run_1/m3.png
Scale: 3 px per µm.
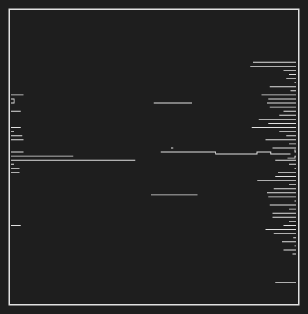
run_1/gates.png
Scale: 4 px per µm.
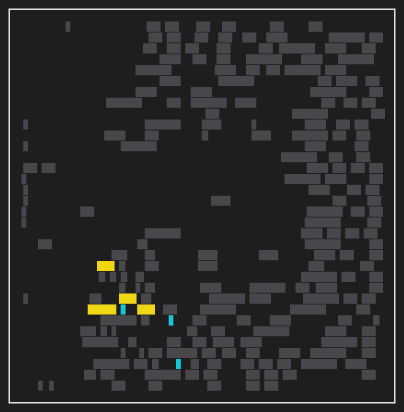
run_1/sizing.png
Scale: 4 px per µm.
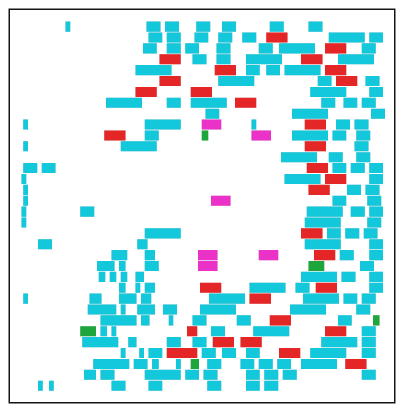
<file path="src/rtl/cc_miss_req_unit.sv">
// Miss-request issue stage: pushes miss addresses to the fill FIFO and issues one
// wrapping 8x64-bit AXI AR burst per miss. Optional merging of same-line misses: CC_MISS_MERGE_EN.
module cc_miss_req_unit #(
    parameter int MAX_OUTSTANDING = 4
) (
    input  logic        clk,
    input  logic        rst_n,
    input  logic        miss_i,
    input  logic [31:0] miss_addr_i,
    output logic        miss_ready_o,
    input  logic        miss_addr_fifo_full_i,
    output logic        miss_addr_fifo_wren_o,
    output logic [31:0] miss_addr_fifo_wdata_o,
    output logic        mem_arvalid_o,
    input  logic        mem_arready_i,
    output logic [31:0] mem_araddr_o,
    output logic [3:0]  mem_arlen_o,
    output logic [2:0]  mem_arsize_o,
    output logic [1:0]  mem_arburst_o,
    input  logic        fill_done_i,
    output logic [3:0]  outstanding_o,
    output logic        busy_o
);

    typedef enum logic {
        IDLE = 1'b0,
        REQ  = 1'b1
    } state_t;

    localparam logic [3:0] MaxCnt = 4'(MAX_OUTSTANDING);

    state_t      state_q, state_d;
    logic [31:0] araddr_q;
    logic [3:0]  outstanding_q, outstanding_d;
    logic        can_issue;
    logic        merge_hit;
    logic        accept;
    logic        push;
    logic        drain;

    assign can_issue = (state_q == IDLE) && !miss_addr_fifo_full_i && (outstanding_q < MaxCnt);

`ifdef CC_MISS_MERGE_EN
    logic [25:0] last_line_q;
    logic        last_valid_q;

    // A hit on the line already in flight is acknowledged regardless of FIFO/limit back-pressure.
    assign merge_hit = (state_q == IDLE) && last_valid_q && (outstanding_q != 4'd0)
                       && (miss_addr_i[31:6] == last_line_q);

    always_ff @(posedge clk or negedge rst_n) begin
        if (!rst_n) begin
            last_line_q  <= '0;
            last_valid_q <= 1'b0;
        end else if (push) begin
            last_line_q  <= miss_addr_i[31:6];
            last_valid_q <= 1'b1;
        end else if (outstanding_d == 4'd0) begin
            last_valid_q <= 1'b0;
        end
    end
`else
    assign merge_hit = 1'b0;
`endif

    assign miss_ready_o = can_issue || merge_hit;
    assign accept       = miss_i && miss_ready_o;
    assign push         = accept && !merge_hit;
    // A fill completion with nothing in flight is ignored so the count saturates at zero.
    assign drain        = fill_done_i && (outstanding_q != 4'd0);

    // NOTE: every signal driven in always_comb gets a default first so no latch is inferred.
    always_comb begin
        outstanding_d = outstanding_q;
        if (push && !drain) begin
            outstanding_d = outstanding_q + 4'd1;
        end else if (!push && drain) begin
            outstanding_d = outstanding_q - 4'd1;
        end
    end

    always_comb begin
        state_d = state_q;
        case (state_q)
            IDLE: if (push) state_d = REQ;
            REQ:  if (mem_arready_i) state_d = IDLE;
            default: state_d = IDLE;
        endcase
    end

    // NOTE: sequential state uses non-blocking assignments so all registers update together.
    always_ff @(posedge clk or negedge rst_n) begin
        if (!rst_n) begin
            state_q       <= IDLE;
            araddr_q      <= '0;
            outstanding_q <= '0;
        end else begin
            state_q       <= state_d;
            outstanding_q <= outstanding_d;
            if (push) begin
                araddr_q <= {miss_addr_i[31:3], 3'b000};
            end
        end
    end

    assign miss_addr_fifo_wren_o  = push;
    assign miss_addr_fifo_wdata_o = miss_addr_i;
    assign mem_arvalid_o          = (state_q == REQ);
    assign mem_araddr_o           = araddr_q;
    assign mem_arlen_o            = 4'd7;
    assign mem_arsize_o           = 3'b011;
    assign mem_arburst_o          = 2'b10;
    assign outstanding_o          = outstanding_q;
    assign busy_o                 = (state_q != IDLE) || (outstanding_q != 4'd0);

endmodule

</file>
<file path="config.mk">
export PLATFORM = sky130hd
export DESIGN_NAME = cc_miss_req_unit
export DESIGN_NICKNAME = d
export VERILOG_FILES = /design/src/rtl/cc_miss_req_unit.sv
export SDC_FILE = /design/constraint.sdc
export NUM_CORES = 1
export LEC_CHECK = 0
export CAP_MARGIN = 20
export CELL_PAD_IN_SITES_DETAIL_PLACEMENT = 1
export CELL_PAD_IN_SITES_GLOBAL_PLACEMENT = 2
export CORE_AREA = 2 2 94 96
export CTS_CLUSTER_DIAMETER = 30
export DETAILED_ROUTE_END_ITERATION = 10
export DIE_AREA = 0 0 96 98
export PLACE_DENSITY = 0.87
export SLEW_MARGIN = 20
export SYNTH_ARGS = -nofsm -noshare
export SYNTH_HDL_FRONTEND = slang
export SYNTH_SLANG_ARGS = --single-unit
</file>
<file path="constraint.sdc">
create_clock -name clk -period 4.2 [get_ports clk]
set_clock_uncertainty 0.1 [all_clocks]
set_input_delay 0.42 -clock clk [delete_from_list [all_inputs] [get_ports clk]]
set_output_delay 0.42 -clock clk [all_outputs]
set_load 0.01 [all_outputs]
</file>
==> flow_summary.html, run 1 <==
<!-- implementation run metrics -->
<table>
<tr><th>Metric</th><th>Value</th></tr>
<tr><th colspan="2">Layout</th></tr>
<tr><td>Largest cell class</td><td>non-clock buffers</td></tr>
<tr><td>Most common cell after layout, fill and taps aside</td><td>clkdlybuf4s50_1</td></tr>
<tr><td>Fin util</td><td>about a third</td></tr>
<tr><td>Total non-filler cell area in the finished layout</td><td>between 2000 and 3000 µm²</td></tr>
<tr><td>Gate Area</td><td>between 700 and 800 µm²</td></tr>
<tr><td>Nonclk inv count</td><td>3</td></tr>
<tr><td>Number of standard cells in the layout, taps in and fillers out</td><td>approximately 320</td></tr>
<tr><td>Most frequently placed logic cells in the final layout</td><td>99 x clkdlybuf4s50_1, 34 x dfrtp_1, 28 x mux2_4</td></tr>
<tr><td>Layout filler cell count</td><td>~920</td></tr>
<tr><td>Total area of sequential cells</td><td>~850 µm²</td></tr>
<tr><td>Layout buffering overhead excluding clock cells</td><td>approximately 36%</td></tr>
<tr><td>Flip-flop count of the largest register, all copies and words added</td><td>29</td></tr>
<tr><td>Comb/total area</td><td>approximately a quarter</td></tr>
<tr><th colspan="2">Synthesis</th></tr>
<tr><td>Yosys simple share</td><td>4.61%</td></tr>
<tr><td>Yosys warnings</td><td>0</td></tr>
<tr><td>Post-synthesis async set-or-reset flop share</td><td>100%</td></tr>
<tr><td>Syn Area/Cell</td><td>roughly 13 µm²</td></tr>
<tr><td>Top cells by count, synth</td><td>44 x buf_4, 34 x dfrtp_1, 28 x mux2_4</td></tr>
<tr><td>Most used flip-flop cell after synthesis</td><td>dfrtp_1</td></tr>
<tr><td>Cell count after synthesis</td><td>between 100 and 150</td></tr>
<tr><td>Main kind of combinational logic by area</td><td>multiplexers</td></tr>
<tr><td>Flip-flops with a built-in enable</td><td>0</td></tr>
<tr><td>Synthesis area per yosys</td><td>around 1900 µm²</td></tr>
<tr><td>Area fraction in full adders, half adders and majority gates</td><td>roughly 3.0%</td></tr>
<tr><th colspan="2">Global route</th></tr>
<tr><td>Wire length of the first global-routing pass</td><td>approximately 6.7 mm</td></tr>
<tr><td>Via count of the first global-routing pass</td><td>approximately 1300</td></tr>
<tr><td>Largest net degree at the start of global routing</td><td>35</td></tr>
<tr><td>Layer with the highest usage after global routing</td><td>met2</td></tr>
<tr><td>GR met1 Demand/Resource</td><td>roughly a tenth</td></tr>
<tr><td>Initial antenna violation count</td><td>0</td></tr>
<tr><th colspan="2">Critical path</th></tr>
<tr><td>Number of logic stages on the critical path including buffering</td><td>8</td></tr>
<tr><td>Crit Path Category</td><td>register to register</td></tr>
<tr><td>Crit path DRT</td><td>4.26 ns</td></tr>
<tr><td>Critical-path cell with the highest stage delay</td><td>or4_1</td></tr>
<tr><td>Setup crit start</td><td>outstanding_o[3]</td></tr>
<tr><td>Category of the worst setup path capture point</td><td>register</td></tr>
<tr><td>Register-to-Register Setup Slack</td><td>1.51 ns</td></tr>
<tr><td>Source of the worst register-to-register timing path</td><td>outstanding_o[3]</td></tr>
<tr><td>Worst Path Arrival</td><td>2.75 ns</td></tr>
<tr><td>Cell chain of the critical path</td><td>nor4_1, nand2b_1, ha_1, inv_1, ha_1, or4_1, o211ai_1, o211ai_1</td></tr>
<tr><td>Capture point of the critical path</td><td>outstanding_o[3]</td></tr>
<tr><td>Category of cells accounting for the largest share of critical-path delay</td><td>simple AND/OR/NAND/NOR gates</td></tr>
<tr><td>Worst reg-to-reg path cell count</td><td>8</td></tr>
<tr><td>Critical Path Start Type</td><td>register</td></tr>
<tr><th colspan="2">Detailed routing</th></tr>
<tr><td>Post-detailed-route via-to-cell ratio</td><td>3.89</td></tr>
<tr><td>Total wire length after detailed routing</td><td>roughly 4.2 mm</td></tr>
<tr><td>Number of DRC markers after the initial detailed-route iteration</td><td>11</td></tr>
<tr><td>Sum of met2 wire segment lengths after detailed routing</td><td>approximately 2 mm</td></tr>
<tr><td>Routed wire length on met3</td><td>459 µm</td></tr>
<tr><td>Remaining antenna violation count after routing</td><td>0</td></tr>
<tr><th colspan="2">Power and ir drop</th></tr>
<tr><td>P_leak</td><td>roughly 1.2 nW</td></tr>
<tr><td>Worst vdd ir</td><td>around 0.13 mV</td></tr>
<tr><td>Sequential power</td><td>~600 µW</td></tr>
<tr><td>Cell Pwr Density</td><td>about 640 nW/µm²</td></tr>
<tr><td>Clock network fraction of design power</td><td>about 14%</td></tr>
<tr><td>Switching Fraction</td><td>30.9%</td></tr>
<tr><td>Switching power of the nets</td><td>558 µW</td></tr>
<tr><th colspan="2">Floorplanning</th></tr>
<tr><td>Height of the die</td><td>roughly 100 µm</td></tr>
<tr><td>I/O pin count</td><td>119</td></tr>
<tr><td>Number of rows created at floorplan</td><td>34</td></tr>
<tr><td>Floorplan die width</td><td>around 96 µm</td></tr>
<tr><td>Chip footprint</td><td>9410 µm²</td></tr>
<tr><td>Number of well taps</td><td>approximately 110</td></tr>
<tr><td>Starting density of the core</td><td>22.4%</td></tr>
<tr><td>Floorplan core area</td><td>about 8500 µm²</td></tr>
<tr><th colspan="2">STA</th></tr>
<tr><td>Worst hold margin</td><td>between 0.1 and 0.15 ns</td></tr>
<tr><td>Setup WS post-layout</td><td>1.51 ns</td></tr>
<tr><td>Setup-failing EPs final</td><td>0</td></tr>
<tr><td>Peak Freq</td><td>~0.37 GHz</td></tr>
<tr><td>Setup repair after global routing missed its margin</td><td>no</td></tr>
<tr><td>Final slew viol count</td><td>0</td></tr>
<tr><th colspan="2">Placed design</th></tr>
<tr><td>Pre-CTS setup slack</td><td>~1.2 ns</td></tr>
<tr><td>DP Cell Count</td><td>around 320</td></tr>
<tr><th colspan="2">Clock network</th></tr>
<tr><td>Latest clock arrival within the worst-skew pair</td><td>0.28 ns</td></tr>
<tr><td>Maximum buffer depth of the clock tree</td><td>2</td></tr>
<tr><td>Total clock buffers created by CTS</td><td>5</td></tr>
<tr><td>Clock Sink Count</td><td>34</td></tr>
<tr><th colspan="2">Status</th></tr>
<tr><td>Run status</td><td>completed</td></tr>
</table>
-- m3.png (at the start) --
wire length on this layer: 459 µm
nets with wire on the layer: 64
longest straight run: 41.2 µm

-- gates.png (at the start) --
| color | family | cells | most used |
|---|---|---|---|
| cyan | inv cells | 3 | inv_1 |
| yellow | fa/ha/maj cells | 4 | ha_1 |

-- sizing.png (at the start) --
| color | size | cells | share | most used |
|---|---|---|---|---|
| green | x2 | 5 | 2.3% | mux2_2 |
| cyan | x1 and smaller | 174 | 81% | clkdlybuf4s50_1 |
| magenta | x6 and larger | 6 | 2.8% | clkbuf_8 |
| red | x3 and x4 | 30 | 14% | mux2_4 |

==> run 2, diff against run 1 <==
--- a/config.mk
+++ b/config.mk
@@ -8,11 +8,11 @@
 export CAP_MARGIN = 20
 export CELL_PAD_IN_SITES_DETAIL_PLACEMENT = 1
 export CELL_PAD_IN_SITES_GLOBAL_PLACEMENT = 2
-export CORE_AREA = 2 2 94 96
+export CORE_AREA = 2 2 103 105
 export CTS_CLUSTER_DIAMETER = 30
 export DETAILED_ROUTE_END_ITERATION = 10
-export DIE_AREA = 0 0 96 98
-export PLACE_DENSITY = 0.87
+export DIE_AREA = 0 0 105 107
+export PLACE_DENSITY = 0.78
 export SLEW_MARGIN = 20
 export SYNTH_ARGS = -nofsm -noshare
 export SYNTH_HDL_FRONTEND = slang
==> constraint.sdc (replaced) <==
create_clock -name clk -period 2.4 [get_ports clk]
set_clock_uncertainty 0.1 [all_clocks]
set_input_delay 0.24 -clock clk [delete_from_list [all_inputs] [get_ports clk]]
set_output_delay 0.24 -clock clk [all_outputs]
set_load 0.01 [all_outputs]
==> flow_summary.html, run 2 <==
<!-- implementation run metrics -->
<table>
<tr><th>Metric</th><th>Value</th></tr>
<tr><th colspan="2">Detailed routing</th></tr>
<tr><td>Routed wire length on met3</td><td>457 µm</td></tr>
<tr><td>Total wire length after detailed routing</td><td>between 5 and 6 mm</td></tr>
<tr><td>Remaining antenna violation count after routing</td><td>0</td></tr>
<tr><td>Sum of met2 wire segment lengths after detailed routing</td><td>between 2 and 3 mm</td></tr>
<tr><td>Number of DRC markers after the initial detailed-route iteration</td><td>32</td></tr>
<tr><th colspan="2">Synthesis</th></tr>
<tr><td>Most used flip-flop cell after synthesis</td><td>dfrtp_1</td></tr>
<tr><td>Synthesis area per yosys</td><td>1900 µm²</td></tr>
<tr><td>Yosys warnings</td><td>0</td></tr>
<tr><td>Syn Area/Cell</td><td>about 13 µm²</td></tr>
<tr><td>Top cells by count, synth</td><td>44 x buf_4, 34 x dfrtp_1, 28 x mux2_4</td></tr>
<tr><td>Main kind of combinational logic by area</td><td>multiplexers</td></tr>
<tr><td>Yosys simple share</td><td>under 10%</td></tr>
<tr><td>Area fraction in full adders, half adders and majority gates</td><td>3.03%</td></tr>
<tr><th colspan="2">Layout</th></tr>
<tr><td>Largest cell class</td><td>non-clock buffers</td></tr>
<tr><td>Layout buffering overhead excluding clock cells</td><td>between 30% and 40%</td></tr>
<tr><td>Nonclk inv count</td><td>3</td></tr>
<tr><td>Layout filler cell count</td><td>about 1100</td></tr>
<tr><td>Most common cell after layout, fill and taps aside</td><td>clkdlybuf4s50_1</td></tr>
<tr><td>Total area of sequential cells</td><td>between 800 and 900 µm²</td></tr>
<tr><td>Comb/total area</td><td>24.8%</td></tr>
<tr><td>Total non-filler cell area in the finished layout</td><td>about 3000 µm²</td></tr>
<tr><td>Fin util</td><td>30.0%</td></tr>
<tr><td>Number of standard cells in the layout, taps in and fillers out</td><td>between 300 and 400</td></tr>
<tr><td>Flip-flop count of the largest register, all copies and words added</td><td>29</td></tr>
<tr><th colspan="2">Critical path</th></tr>
<tr><td>Critical Path Start Type</td><td>register</td></tr>
<tr><td>Cell chain of the critical path</td><td>buf_6, nor4_4, nand2_2, clkinv_4, ha_4, inv_4, ha_4, or4_4, o211ai_1, o211ai_1</td></tr>
<tr><td>Crit path DRT</td><td>around 2.5 ns</td></tr>
<tr><td>Worst reg-to-reg path cell count</td><td>10</td></tr>
<tr><td>Number of logic stages on the critical path including buffering</td><td>10</td></tr>
<tr><td>Register-to-Register Setup Slack</td><td>between 0.015 and 0.02 ns</td></tr>
<tr><td>Setup crit start</td><td>outstanding_o[2]</td></tr>
<tr><td>Category of cells accounting for the largest share of critical-path delay</td><td>simple AND/OR/NAND/NOR gates</td></tr>
<tr><td>Crit Path Category</td><td>register to register</td></tr>
<tr><td>Category of the worst setup path capture point</td><td>register</td></tr>
<tr><td>Worst Path Arrival</td><td>around 2.4 ns</td></tr>
<tr><td>Critical-path cell with the highest stage delay</td><td>or4_4</td></tr>
<tr><td>Source of the worst register-to-register timing path</td><td>outstanding_o[2]</td></tr>
<tr><th colspan="2">STA</th></tr>
<tr><td>Setup repair after global routing missed its margin</td><td>yes</td></tr>
<tr><td>Setup-failing EPs final</td><td>0</td></tr>
<tr><td>Final slew viol count</td><td>0</td></tr>
<tr><td>Worst hold margin</td><td>between 0.3 and 0.4 ns</td></tr>
<tr><td>Peak Freq</td><td>~0.42 GHz</td></tr>
<tr><th colspan="2">Floorplanning</th></tr>
<tr><td>I/O pin count</td><td>between 100 and 150</td></tr>
<tr><td>Number of well taps</td><td>136</td></tr>
<tr><td>Number of rows created at floorplan</td><td>37</td></tr>
<tr><td>Floorplan core area</td><td>10100 µm²</td></tr>
<tr><td>Starting density of the core</td><td>between 10% and 20%</td></tr>
<tr><td>Floorplan die width</td><td>105 µm</td></tr>
<tr><td>Chip footprint</td><td>~11000 µm²</td></tr>
<tr><td>Height of the die</td><td>107 µm</td></tr>
<tr><th colspan="2">Clock network</th></tr>
<tr><td>Total clock buffers created by CTS</td><td>5</td></tr>
<tr><td>Maximum buffer depth of the clock tree</td><td>2</td></tr>
<tr><td>Latest clock arrival within the worst-skew pair</td><td>approximately 0.28 ns</td></tr>
<tr><th colspan="2">Power and ir drop</th></tr>
<tr><td>Clock network fraction of design power</td><td>a little over an eighth</td></tr>
<tr><td>Switching power of the nets</td><td>1.09 mW</td></tr>
<tr><td>Switching Fraction</td><td>31.7%</td></tr>
<tr><td>Sequential power</td><td>slightly above 1 mW</td></tr>
<tr><td>Worst vdd ir</td><td>between 0.3 and 0.4 mV</td></tr>
<tr><th colspan="2">Global route</th></tr>
<tr><td>Via count of the first global-routing pass</td><td>approximately 1500</td></tr>
<tr><td>GR met1 Demand/Resource</td><td>around 11%</td></tr>
<tr><td>Largest net degree at the start of global routing</td><td>35</td></tr>
<tr><th colspan="2">Status</th></tr>
<tr><td>Run status</td><td>completed</td></tr>
<tr><th colspan="2">Placed design</th></tr>
<tr><td>Pre-CTS setup slack</td><td>-0.183 ns</td></tr>
</table>
run_2/m2.png
Scale: 2 px per µm. Cells faint in the background.
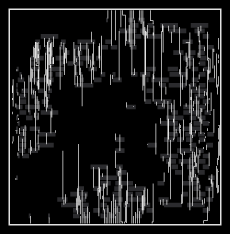
main direction: vertical
wire length on this layer: 2500 µm
nets with wire on the layer: 258
longest straight run: 37.1 µm
share of all routed wire: 49%

==> run 3, diff against run 2 <==
--- a/config.mk
+++ b/config.mk
@@ -13,7 +13,6 @@
 export DETAILED_ROUTE_END_ITERATION = 10
 export DIE_AREA = 0 0 105 107
 export PLACE_DENSITY = 0.78
-export SLEW_MARGIN = 20
 export SYNTH_ARGS = -nofsm -noshare
 export SYNTH_HDL_FRONTEND = slang
 export SYNTH_SLANG_ARGS = --single-unit
run_3/m2.png
Scale: 2 px per µm. Cells faint in the background.
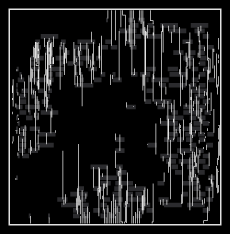
nets with wire on the layer: 258
share of all routed wire: 49%
main direction: vertical
wire length on this layer: 2500 µm

==> flow_summary.html, run 3 <==
<!-- implementation run metrics -->
<table>
<tr><th>Metric</th><th>Value</th></tr>
<tr><th colspan="2">Status</th></tr>
<tr><td>Run status</td><td>completed</td></tr>
<tr><th colspan="2">Synthesis</th></tr>
<tr><td>Yosys warnings</td><td>0</td></tr>
<tr><td>Cell count after synthesis</td><td>around 140</td></tr>
<tr><td>Synthesis area per yosys</td><td>around 1900 µm²</td></tr>
<tr><td>Most used flip-flop cell after synthesis</td><td>dfrtp_1</td></tr>
<tr><td>Yosys simple share</td><td>under 10%</td></tr>
<tr><td>Syn Area/Cell</td><td>between 10 and 15 µm²</td></tr>
<tr><td>Area fraction in full adders, half adders and majority gates</td><td>between 3 and 4%</td></tr>
<tr><th colspan="2">Floorplanning</th></tr>
<tr><td>Floorplan core area</td><td>around 10000 µm²</td></tr>
<tr><td>Number of well taps</td><td>136</td></tr>
<tr><td>Starting density of the core</td><td>a little under a fifth</td></tr>
<tr><td>Height of the die</td><td>107 µm</td></tr>
<tr><td>Number of rows created at floorplan</td><td>37</td></tr>
<tr><td>I/O pin count</td><td>approximately 120</td></tr>
<tr><th colspan="2">Critical path</th></tr>
<tr><td>Setup crit start</td><td>outstanding_o[2]</td></tr>
<tr><td>Critical-path cell with the highest stage delay</td><td>or4_4</td></tr>
<tr><td>Critical Path Start Type</td><td>register</td></tr>
<tr><td>Worst reg-to-reg path cell count</td><td>10</td></tr>
<tr><td>Register-to-Register Setup Slack</td><td>approximately 0.019 ns</td></tr>
<tr><td>Category of cells accounting for the largest share of critical-path delay</td><td>simple AND/OR/NAND/NOR gates</td></tr>
<tr><td>Cell chain of the critical path</td><td>buf_6, nor4_4, nand2_2, clkinv_4, ha_4, inv_4, ha_4, or4_4, o211ai_1, o211ai_1</td></tr>
<tr><th colspan="2">STA</th></tr>
<tr><td>Peak Freq</td><td>~0.42 GHz</td></tr>
<tr><td>Worst hold margin</td><td>~0.38 ns</td></tr>
<tr><td>Setup repair after global routing missed its margin</td><td>yes</td></tr>
<tr><td>Setup-failing EPs final</td><td>0</td></tr>
<tr><th colspan="2">Power and ir drop</th></tr>
<tr><td>Switching Fraction</td><td>a little under a third</td></tr>
<tr><td>Sequential power</td><td>between 1 and 1.5 mW</td></tr>
<tr><td>Clock network fraction of design power</td><td>a little over an eighth</td></tr>
<tr><td>P_leak</td><td>approximately 1.3 nW</td></tr>
<tr><td>Switching power of the nets</td><td>around 1.1 mW</td></tr>
<tr><td>Cell Pwr Density</td><td>between 1000 and 1500 nW/µm²</td></tr>
<tr><td>Worst vdd ir</td><td>roughly 0.34 mV</td></tr>
<tr><th colspan="2">Global route</th></tr>
<tr><td>Wire length of the first global-routing pass</td><td>between 8 and 9 mm</td></tr>
<tr><td>Largest net degree at the start of global routing</td><td>35</td></tr>
<tr><td>Via count of the first global-routing pass</td><td>between 1000 and 1500</td></tr>
<tr><td>Initial antenna violation count</td><td>0</td></tr>
<tr><td>GR met1 Demand/Resource</td><td>between 10% and 20%</td></tr>
<tr><th colspan="2">Layout</th></tr>
<tr><td>Most common cell after layout, fill and taps aside</td><td>clkdlybuf4s50_1</td></tr>
<tr><td>Nonclk inv count</td><td>3</td></tr>
<tr><td>Largest cell class</td><td>non-clock buffers</td></tr>
<tr><td>Layout buffering overhead excluding clock cells</td><td>between 30 and 40%</td></tr>
<tr><td>Gate Area</td><td>approximately 750 µm²</td></tr>
<tr><td>Number of standard cells in the layout, taps in and fillers out</td><td>approximately 370</td></tr>
<tr><td>Fin util</td><td>~30%</td></tr>
<tr><td>Most frequently placed logic cells in the final layout</td><td>99 x clkdlybuf4s50_1, 33 x dfrtp_1, 28 x mux2_4</td></tr>
<tr><td>Total non-filler cell area in the finished layout</td><td>3020 µm²</td></tr>
<tr><td>Total area of sequential cells</td><td>between 800 and 900 µm²</td></tr>
<tr><th colspan="2">Clock network</th></tr>
<tr><td>Maximum buffer depth of the clock tree</td><td>2</td></tr>
<tr><td>Latest clock arrival within the worst-skew pair</td><td>~0.28 ns</td></tr>
<tr><th colspan="2">Detailed routing</th></tr>
<tr><td>Sum of met2 wire segment lengths after detailed routing</td><td>approximately 2.5 mm</td></tr>
<tr><td>Number of DRC markers after the initial detailed-route iteration</td><td>32</td></tr>
<tr><td>Routed wire length on met3</td><td>approximately 460 µm</td></tr>
<tr><th colspan="2">Placed design</th></tr>
<tr><td>DP Cell Count</td><td>around 350</td></tr>
<tr><td>Pre-CTS setup slack</td><td>-0.183 ns</td></tr>
</table>

==> gallery <==
Track usage over the die.
image #1
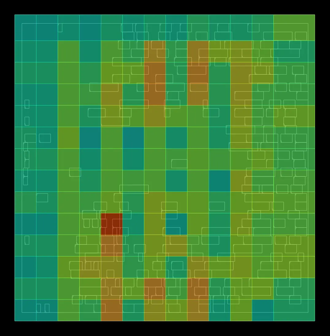
image #2
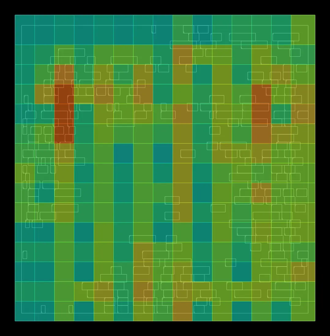
Image #2 is run 3.
Image #1 is run 1.

No activity file was given, so power comes from the tool's default toggle rates.
